Figure 1. Signal wires on met1 (run 1).
Scale: 4 px per um. Supply wires on this layer in grey. Cells faint in the background.
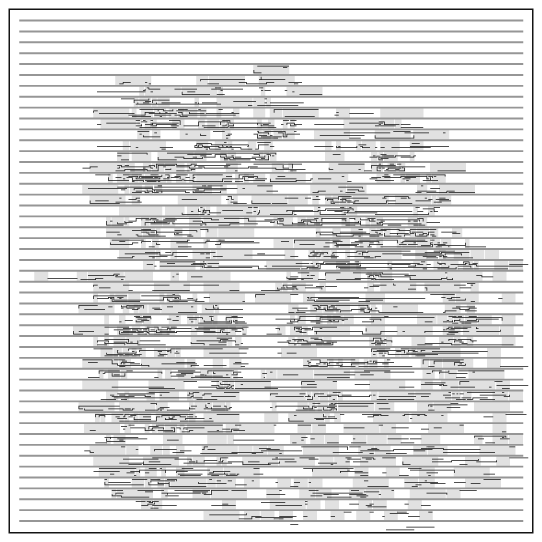
Figure 2. Wires at chosen ports, followed through buffers (run 1).
Scale: 2 px per um.
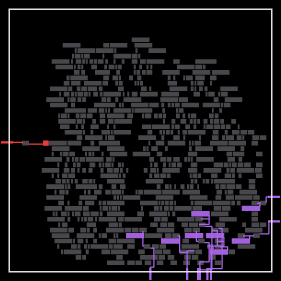
Figure 3. Cell placement (run 1).
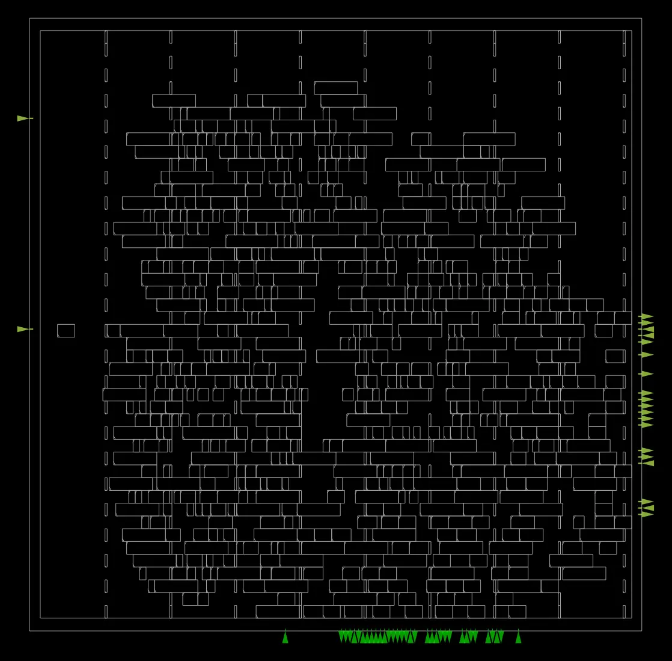
Figure 4. Placement density heat map (run 1).
Scale: 3 px per um. 13 x 13 tiles, from dark blue (low) to red (high), 0 to 100% covered.
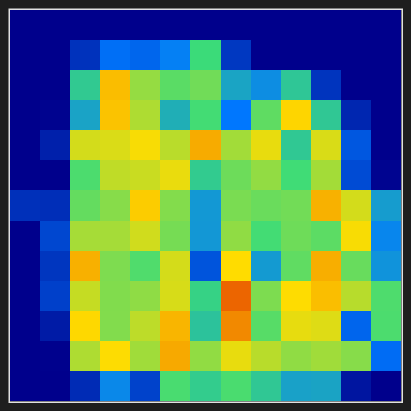
===== src/rtl/dht11_read_scheduler.sv =====
// DHT11 read scheduler: shares one transaction engine between NUM_REQ requesters and an auto-poll, with inter-read gap, timeout watchdog and retry.
// Latency: req->eng_start 3 cycles once the gap is met, eng_done->ack 1 cycle; requests are never backpressured, they coalesce in the pending mask.
module dht11_read_scheduler #(
    parameter int NUM_REQ     = 2,
    parameter int MIN_GAP     = 100000000,
    parameter int TIMEOUT     = 1500000,
    parameter int MAX_RETRY   = 3,
    parameter int AUTO_PERIOD = 250000000
) (
    input  logic               clk,
    input  logic               reset,
    input  logic [NUM_REQ-1:0] req,
    output logic [NUM_REQ-1:0] ack,
    output logic               ack_fail,
    input  logic               auto_en,
    output logic               eng_start,
    output logic               eng_abort,
    input  logic               eng_done,
    input  logic               eng_err,
    input  logic [7:0]         eng_humidity,
    input  logic [7:0]         eng_temperature,
    output logic [7:0]         humidity,
    output logic [7:0]         temperature,
    output logic               sample_valid,
    output logic               stale,
    output logic [7:0]         err_count,
    output logic               busy
);

    localparam int GAP_W   = $clog2(MIN_GAP + 1);
    localparam int WAIT_W  = $clog2(TIMEOUT + 1);
    localparam int AUTO_W  = (AUTO_PERIOD > 1) ? $clog2(AUTO_PERIOD) : 1;
    localparam int RETRY_W = $clog2(MAX_RETRY + 1);

    localparam logic [GAP_W-1:0]   GAP_MAX    = GAP_W'(MIN_GAP);
    localparam logic [WAIT_W-1:0]  WAIT_LAST  = WAIT_W'(TIMEOUT - 1);
    localparam logic [AUTO_W-1:0]  AUTO_LAST  = AUTO_W'(AUTO_PERIOD - 1);
    localparam logic [RETRY_W-1:0] RETRY_LAST = RETRY_W'(MAX_RETRY - 1);

    typedef enum logic [2:0] {
        S_IDLE,
        S_GAP,
        S_ISSUE,
        S_WAIT,
        S_REPORT
    } state_t;

    typedef struct packed {
        logic [7:0] humidity;
        logic [7:0] temperature;
    } sample_t;

    state_t               state_q, state_d;
    logic [NUM_REQ-1:0]   pending_q, pending_d;
    logic [NUM_REQ-1:0]   serve_mask_q, serve_mask_d;
    logic                 auto_pending_q, auto_pending_d;
    logic [GAP_W-1:0]     gap_cnt_q, gap_cnt_d;
    logic [AUTO_W-1:0]    auto_cnt_q, auto_cnt_d;
    logic [RETRY_W-1:0]   retry_cnt_q, retry_cnt_d;
    logic [WAIT_W-1:0]    wait_cnt_q, wait_cnt_d;
    logic                 fail_q, fail_d;
    sample_t              sample_q, sample_d;
    logic                 sample_valid_q, sample_valid_d;
    logic                 stale_q, stale_d;
    logic [7:0]           err_count_q, err_count_d;

    logic                 auto_tick;
    logic                 attempt_fail;
    logic [NUM_REQ-1:0]   clr_mask;

    always_comb begin
        state_d        = state_q;
        serve_mask_d   = serve_mask_q;
        retry_cnt_d    = retry_cnt_q;
        wait_cnt_d     = wait_cnt_q;
        fail_d         = fail_q;
        sample_d       = sample_q;
        sample_valid_d = sample_valid_q;
        stale_d        = stale_q;
        err_count_d    = err_count_q;
        auto_cnt_d     = auto_cnt_q;
        auto_tick      = 1'b0;
        attempt_fail   = 1'b0;
        clr_mask       = '0;
        eng_start      = 1'b0;
        eng_abort      = 1'b0;
        ack            = '0;
        ack_fail       = 1'b0;

        if (auto_en) begin
            if (auto_cnt_q == AUTO_LAST) begin
                auto_cnt_d = '0;
                auto_tick  = 1'b1;
            end else begin
                auto_cnt_d = auto_cnt_q + 1'b1;
            end
        end else begin
            auto_cnt_d = '0;
        end

        case (state_q)
            S_IDLE: begin
                if ((pending_q != '0) || auto_pending_q) begin
                    serve_mask_d = pending_q;
                    retry_cnt_d  = '0;
                    state_d      = S_GAP;
                end
            end
            S_GAP: begin
                if (gap_cnt_q == GAP_MAX) begin
                    state_d = S_ISSUE;
                end
            end
            S_ISSUE: begin
                eng_start  = 1'b1;
                wait_cnt_d = '0;
                state_d    = S_WAIT;
            end
            S_WAIT: begin
                wait_cnt_d = wait_cnt_q + 1'b1;
                // A completion in the final watchdog cycle is honoured, not aborted.
                if (eng_done) begin
                    if (!eng_err) begin
                        sample_d.humidity    = eng_humidity;
                        sample_d.temperature = eng_temperature;
                        sample_valid_d       = 1'b1;
                        stale_d              = 1'b0;
                        fail_d               = 1'b0;
                        state_d              = S_REPORT;
                    end else begin
                        attempt_fail = 1'b1;
                    end
                end else if (wait_cnt_q == WAIT_LAST) begin
                    eng_abort    = 1'b1;
                    attempt_fail = 1'b1;
                end

                if (attempt_fail) begin
                    if (err_count_q != 8'hFF) begin
                        err_count_d = err_count_q + 8'd1;
                    end
                    retry_cnt_d = retry_cnt_q + 1'b1;
                    if (retry_cnt_q < RETRY_LAST) begin
                        state_d = S_GAP;
                    end else begin
                        stale_d = 1'b1;
                        fail_d  = 1'b1;
                        state_d = S_REPORT;
                    end
                end
            end
            S_REPORT: begin
                ack      = serve_mask_q;
                ack_fail = fail_q;
                clr_mask = serve_mask_q;
                state_d  = S_IDLE;
            end
            default: begin
                state_d = S_IDLE;
            end
        endcase

        // New requests win over the acknowledge clear so a same-cycle re-request is kept.
        pending_d      = (pending_q & ~clr_mask) | req;
        auto_pending_d = (auto_pending_q & ~eng_start) | auto_tick;

        if (eng_done || eng_abort) begin
            gap_cnt_d = '0;
        end else if (gap_cnt_q == GAP_MAX) begin
            gap_cnt_d = gap_cnt_q;
        end else begin
            gap_cnt_d = gap_cnt_q + 1'b1;
        end
    end

    always_ff @(posedge clk or posedge reset) begin
        if (reset) begin
            state_q        <= S_IDLE;
            pending_q      <= '0;
            serve_mask_q   <= '0;
            auto_pending_q <= 1'b0;
            gap_cnt_q      <= '0;
            auto_cnt_q     <= '0;
            retry_cnt_q    <= '0;
            wait_cnt_q     <= '0;
            fail_q         <= 1'b0;
            sample_q       <= '0;
            sample_valid_q <= 1'b0;
            stale_q        <= 1'b0;
            err_count_q    <= '0;
        end else begin
            state_q        <= state_d;
            pending_q      <= pending_d;
            serve_mask_q   <= serve_mask_d;
            auto_pending_q <= auto_pending_d;
            gap_cnt_q      <= gap_cnt_d;
            auto_cnt_q     <= auto_cnt_d;
            retry_cnt_q    <= retry_cnt_d;
            wait_cnt_q     <= wait_cnt_d;
            fail_q         <= fail_d;
            sample_q       <= sample_d;
            sample_valid_q <= sample_valid_d;
            stale_q        <= stale_d;
            err_count_q    <= err_count_d;
        end
    end

    assign humidity     = sample_q.humidity;
    assign temperature  = sample_q.temperature;
    assign sample_valid = sample_valid_q;
    assign stale        = stale_q;
    assign err_count    = err_count_q;
    assign busy         = (state_q != S_IDLE);

endmodule

===== config.mk =====
export PLATFORM = sky130hd
export DESIGN_NAME = dht11_read_scheduler
export DESIGN_NICKNAME = d
export VERILOG_FILES = /design/src/rtl/dht11_read_scheduler.sv
export SDC_FILE = /design/constraint.sdc
export NUM_CORES = 1
export LEC_CHECK = 0
export ABC_CLOCK_PERIOD_IN_PS = 3800
export CORE_MARGIN = 2
export CORE_UTILIZATION = 35
export CTS_BUF_LIST = sky130_fd_sc_hd__clkbuf_2 sky130_fd_sc_hd__clkbuf_4 sky130_fd_sc_hd__clkbuf_8
export CTS_CLUSTER_SIZE = 16
export DETAILED_ROUTE_END_ITERATION = 6
export SKIP_LAST_GASP = 1
export SYNTH_ARGS = -nofsm -noshare
export SYNTH_HDL_FRONTEND = slang
export SYNTH_SLANG_ARGS = --single-unit

===== constraint.sdc =====
create_clock -name clk -period 3.8 [get_ports clk]
set_input_delay 0.95 -clock clk [delete_from_list [all_inputs] [get_ports clk]]
set_output_delay 0.95 -clock clk [all_outputs]
set_load 0.02 [all_outputs]

==> impl_metrics.yaml, run 1 <==
# synthesis and place-and-route metrics
outcome:
  status: "completed"
yosys:
  ys_chip_area_sq_um: 5599
  synthXorXnorAreaFrac: 0.08760
  synth_seq_share: 0.5050
  top_logic_kind: "simple AND/OR/NAND/NOR gates"
  syn-instance-count: 544
power_and_ir_drop:
  p_switching_w: 0.0006295
  sw_frac_of_total: 0.2172
  power_density_nw_per_um2: 421.6
  combPwrFrac: 0.072
  internal_power_w: 0.002268
  vdd_drop_max_mv: 0.2296
  power.share.sequential: 0.443
global_route:
  grt_pass1_wl_um: 19800
  overflow: 0
  grt_pass1_vias: 4119
  antenna_found_initial: 0
  grt_max_degree: 62
drt:
  drtIter0Drc: 249
  vias_per_cell: 4.978
  drc: 0
timing:
  clock_skew_ps: 9.188
  finalSetupViolations: 0
  setup_tns_ps: 0
  fmax_mhz: 282.0
clocking:
  cts-resized-gates: 0
  clkTransAtPathRegs_ps: 70
  clockRootBuffer: "clkbuf_8"
  clock-sinks: 113
  clockBufferDepth: 2
worst_setup_path:
  critPathArrivalTime_ps: 2600
  crit_type: "in -> out"
  path_buffers: 2
  cpPeakStageDelay_ps: 620
  cp_common_cell: "clkdlybuf4s50_1"
  slowest_stage: "clkdlybuf4s50_1"
final_layout:
  fillers: 1528
  n_antenna_cell: 0
  lay_top_cells: "dfrtp_1 (113), nor2_1 (71), clkdlybuf4s50_1 (54)"
  syn_to_final_growth_pct: 22.77
floorplanning:
  fp.dieW_um: 130.5
Notes on Figure 1 above:
nets with wire on the layer: 585
longest straight run: 28.5 um
share of all routed wire: 47%
main direction: horizontal
Vias: 4167
Post-Route WL: 11630 um
grt met1 use: 0.1942

Notes on Figure 2 above:
| port | colour | bits | direction | end cells | buffers | wire |
|---|---|---|---|---|---|---|
| reset | red | 1 | input | 1 | 1 | 13.6 um |
| temperature | purple | 8 | output | 8 | 8 | 227 um |
IO Count: 55
# port buffers: 54

Notes on Figure 3 above:
tap cells: 216
fin cells: 837
sequential cell area share: 0.4114
FP Rows: 46
Flops: 113

Notes on Figure 4 above:
nearly empty tiles: 24%
emptiest ninth of the die: north-east
fullest tile: 89%
mean over tiles: 39%
final core utilization: 0.4359
core box area: 15770 sq um
Floorplan Utilization: 0.3550

[run 1: cell usage after synthesis, types with 10 or more instances]
cell type	count	share of area
nor4_1	10	0.011
nor3_1	22	0.020
mux2_2	18	0.036
nand4_1	14	0.016
mux2i_1	14	0.025
xnor2_1	37	0.058
nand3_1	37	0.033
nor2_1	71	0.048
and3_1	18	0.020
nand2_1	40	0.027
xor2_1	19	0.030
dfrtp_1	113	0.51
o21ai_0	12	0.011
inv_1	18	0.012
[run 1: sequential cells by signal, summed over array words and instances (netlist names)]
register and count:
humidity 8, sample_valid 1, err_count 8, wait_cnt_q 21, retry_cnt_q 2, state_q 3, pending_q 2, auto_cnt_q 28
auto_pending_q 1, serve_mask_q 2, stale 1, fail_q 1, temperature 8, gap_cnt_q 27
[run 1: power groups by stage]
| stage | clock [W] | sequential [W] | combinational, W |
|---|---|---|---|
| 6_report | 0.00141 | 0.00128 | 0.000208 |
| 5_1_grt | 0.00149 | 0.00129 | 0.000230 |
| 4_1_cts | 0.00144 | 0.00128 | 0.000212 |
| 3_5_place_dp | 0 | 0.00130 | 0.000212 |
| 3_3_place_gp | 0 | 0.00130 | 0.000205 |
| 2_1_floorplan | 0 | 0.00132 | 0.0000899 |
[run 1: cell type report]
| type | instances | area (sq um) | share of cell area |
|---|---|---|---|
| clock inverter | 10 | 202.7 | 0.02949 |
| clock buffer | 22 | 296.5 | 0.04314 |
| inverter | 18 | 71.32 | 0.01037 |
| timing repair buffer | 60 | 598.1 | 0.08700 |
| multi-input combinational | 398 | 2608 | 0.3793 |
| sequential | 113 | 2828 | 0.4114 |
| tap | 216 | 270.3 | 0.03932 |
[run 1: path summary, 6_finish.rpt]
| check | start | end | slack (ps) | cells after the start |
|---|---|---|---|---|
| setup / recovery | eng_done | eng_abort | 250 | 5 |
| hold / removal | sample_valid$_DFFE_PP0P_ | sample_valid$_DFFE_PP0P_ | 490 | 1 |
| setup reg to reg | wait_cnt_q[0]$_DFFE_PP0P_ | err_count[6]$_DFFE_PP0P_ | 1490 | 7 |
| hold reg to reg | sample_valid$_DFFE_PP0P_ | sample_valid$_DFFE_PP0P_ | 490 | 1 |
| max in group asynchronous | reset | wait_cnt_q[17]$_DFFE_PP0P_ | 2100 | 3 |
| min in group asynchronous | reset | gap_cnt_q[0]$_DFFE_PP0P_ | 960 | 2 |
[run 1: stage by stage]
| stage | cells | area (sq um) | power (W) | utilization | setup WS (ps) |
|---|---|---|---|---|---|
| 6_report | 837 | 6874 | 0.002898 | 0.4359 | 254.3 |
| 5_1_grt | 837 | 6874 | 0.003010 | 0.4359 | 198.8 |
| 4_1_cts | 837 | 6874 | 0.002932 | 0.4359 | 250.2 |
| 3_5_place_dp | 805 | 6375 | 0.001516 | 0.4042 | 265.2 |
| 3_3_place_gp | 805 | 6375 | 0.001507 | 0.4042 | 280.0 |
| 2_1_floorplan | 544 | 5603 | 0.001412 | - | 1249 |
[run 1: layer usage]
layer | GRT usage | vias up | routed length, um
li1 | - | 2032 | -
met1 | 0.1942 | 2047 | 5424
met2 | 0.2322 | 70 | 5547
met3 | 0.03624 | 18 | 449
met4 | 0.06008 | 0 | 207
met5 | 0 | - | 0
==> run 2: changes to the inputs <==
--- a/config.mk
+++ b/config.mk
@@ -5,6 +5,7 @@
 export SDC_FILE = /design/constraint.sdc
 export NUM_CORES = 1
 export LEC_CHECK = 0
+export ABC_AREA = 0
 export ABC_CLOCK_PERIOD_IN_PS = 3800
 export CORE_MARGIN = 2
 export CORE_UTILIZATION = 35
Figure 5. Cell placement (run 2).
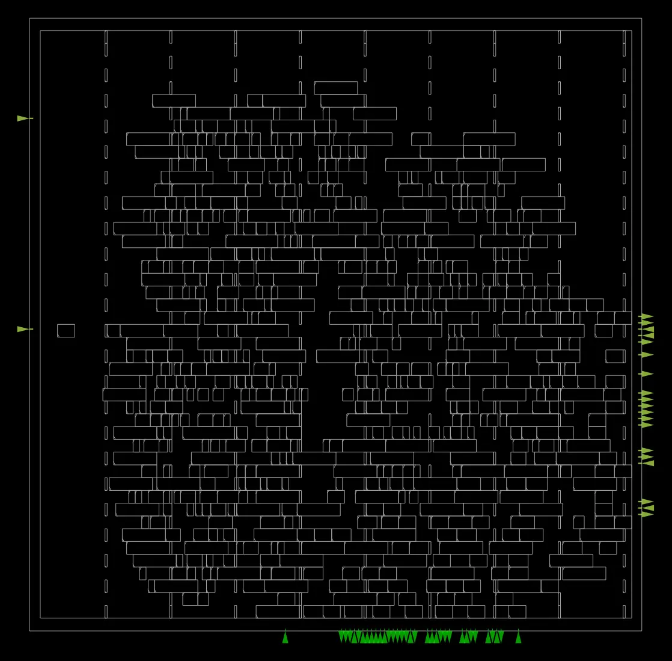
fill count: 1528

==> impl_metrics.yaml, run 2 <==
# synthesis and place-and-route metrics
outcome:
  status: "completed"
floorplanning:
  rows: 46
  fp.dieW_um: 130.5
  fp_util: 0.3550
  core_sq_um: 15770
  pin_count: 55
final_layout:
  lay_top_cells: "dfrtp_1 (113), nor2_1 (71), clkdlybuf4s50_1 (54)"
  n_antenna_cell: 0
  fin_util: 0.4359
  seq_area_sq_um: 2828
  largest_register_ffs: 28
  reg_top3: "auto_cnt_q (28), gap_cnt_q (27), wait_cnt_q (21)"
  combGateArea_sq_um: 2608
global_route:
  antenna_found_initial: 0
  grt_pass1_vias: 4119
  grt_pass1_wl_um: 19800
  grt_max_degree: 62
clocking:
  clockBufferDepth: 2
  clock-sinks: 113
  clockRootBuffer: "clkbuf_8"
  cts-resized-gates: 0
yosys:
  topCellsByArea: "dfrtp_1 (51%), xnor2_1 (5.8%), nor2_1 (4.8%)"
  synth_top_cell_by_count: "dfrtp_1"
  ys_top_cells_by_count: "dfrtp_1 (113), nor2_1 (71), nand2_1 (40), nand3_1 (37), xnor2_1 (37)"
  top_area_frac: 0.5050
  ys_chip_area_sq_um: 5599
  largest_area_cell: "dfrtp_1"
  synth_seq_share: 0.5050
worst_setup_path:
  cp_common_cell: "clkdlybuf4s50_1"
  crit_type: "in -> out"
  path_buffers: 2
  r2r_end: "err_count[6]$_DFFE_PP0P_"
  r2r_cells: 7
  reg2reg_slack_ps: 1490
power_and_ir_drop:
  vdd_drop_max_mv: 0.2296
  power_density_nw_per_um2: 421.6
  p_switching_w: 0.0006295
  combPwrFrac: 0.072
  internal_power_w: 0.002268
  sw_frac_of_total: 0.2172
  power.share.sequential: 0.443
drt:
  drtIter0Drc: 249
  vias: 4167
timing:
  setup_tns_ps: 0
hold_path:
  hold_end: "sample_valid$_DFFE_PP0P_"
place:
  placedCellCount: 805
  port_buffers: 54
Figure 6. Wires at chosen ports, followed through buffers (run 2).
Scale: 2 px per um.
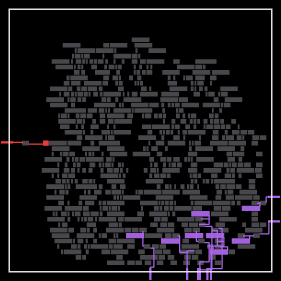
| port | colour | bits | direction | end cells | buffers | wire |
|---|---|---|---|---|---|---|
| temperature | purple | 8 | output | 8 | 8 | 227 um |
| reset | red | 1 | input | 1 | 1 | 13.6 um |

-- run 2: cell counts in the layout (fill, tap and decap cells not counted) --
No cell type changed its count.
-- run 2: through the flow --
stage / cell area (sq um) / hold slack (ps) / setup slack, ps / power [W]
2_1_floorplan: 5603 / 437.2 / 1249 / 0.001412
3_3_place_gp: 6375 / 456.4 / 280.0 / 0.001507
3_5_place_dp: 6375 / 477.9 / 265.2 / 0.001516
4_1_cts: 6874 / 496.2 / 250.2 / 0.002932
5_1_grt: 6874 / 523.6 / 198.8 / 0.003010
6_report: 6874 / 491.5 / 254.3 / 0.002898
-- run 2: metal layers --
metal  up-vias  global-route usage  wire, um
li1       2032                   -         -
met1      2047              0.1942      5424
met2        70              0.2322      5547
met3        18             0.03624       449
met4         0             0.06008       207
met5         -                   0         0
-- run 2: how the worst max path moves through the flow --
stage / to / startpoint / depth (start not counted)
floorplan: eng_abort / eng_done / 3
global placement: eng_abort / eng_done / 5
detailed placement: eng_abort / eng_done / 5
CTS: eng_abort / eng_done / 5
global route: eng_abort / eng_done / 5
finish: eng_abort / eng_done / 5
-- run 2: worst reg2reg max path, cell delays in order (launching register included) --
cell and delay [ps]:
dfrtp_1 410, ha_1 270, and4_2 270, and4_1 190, a31oi_2 500, buf_4 240
nor2_1 50, mux2_2 260
-- run 2: layout make-up --
cell class | count | share of cell area
inverters | 18 | 0.01037
multi-input cells | 398 | 0.3793
flip-flops and latches | 113 | 0.4114
well taps | 216 | 0.03932
repair buffers | 60 | 0.08700
clock buffers | 22 | 0.04314
clock inverters | 10 | 0.02949
-- run 2: logic make-up after synthesis --
group           share of synthesized area
compound gates                    0.03955
xor+xnor                          0.08760
flops                              0.5050
simple gates                       0.2661
buf+inv                           0.02927
fa+ha+maj                         0.01117
mux                               0.06123
-- run 2: power by group through the flow --
| stage | clock network (W) | registers, W | logic (W) |
|---|---|---|---|
| after global placement | 0 | 0.00130 | 0.000205 |
| after CTS | 0.00144 | 0.00128 | 0.000212 |
| final | 0.00141 | 0.00128 | 0.000208 |
| after global routing | 0.00149 | 0.00129 | 0.000230 |
| after floorplan | 0 | 0.00132 | 0.0000899 |
| after detailed placement | 0 | 0.00130 | 0.000212 |
Power and IR drop assume default switching activity.
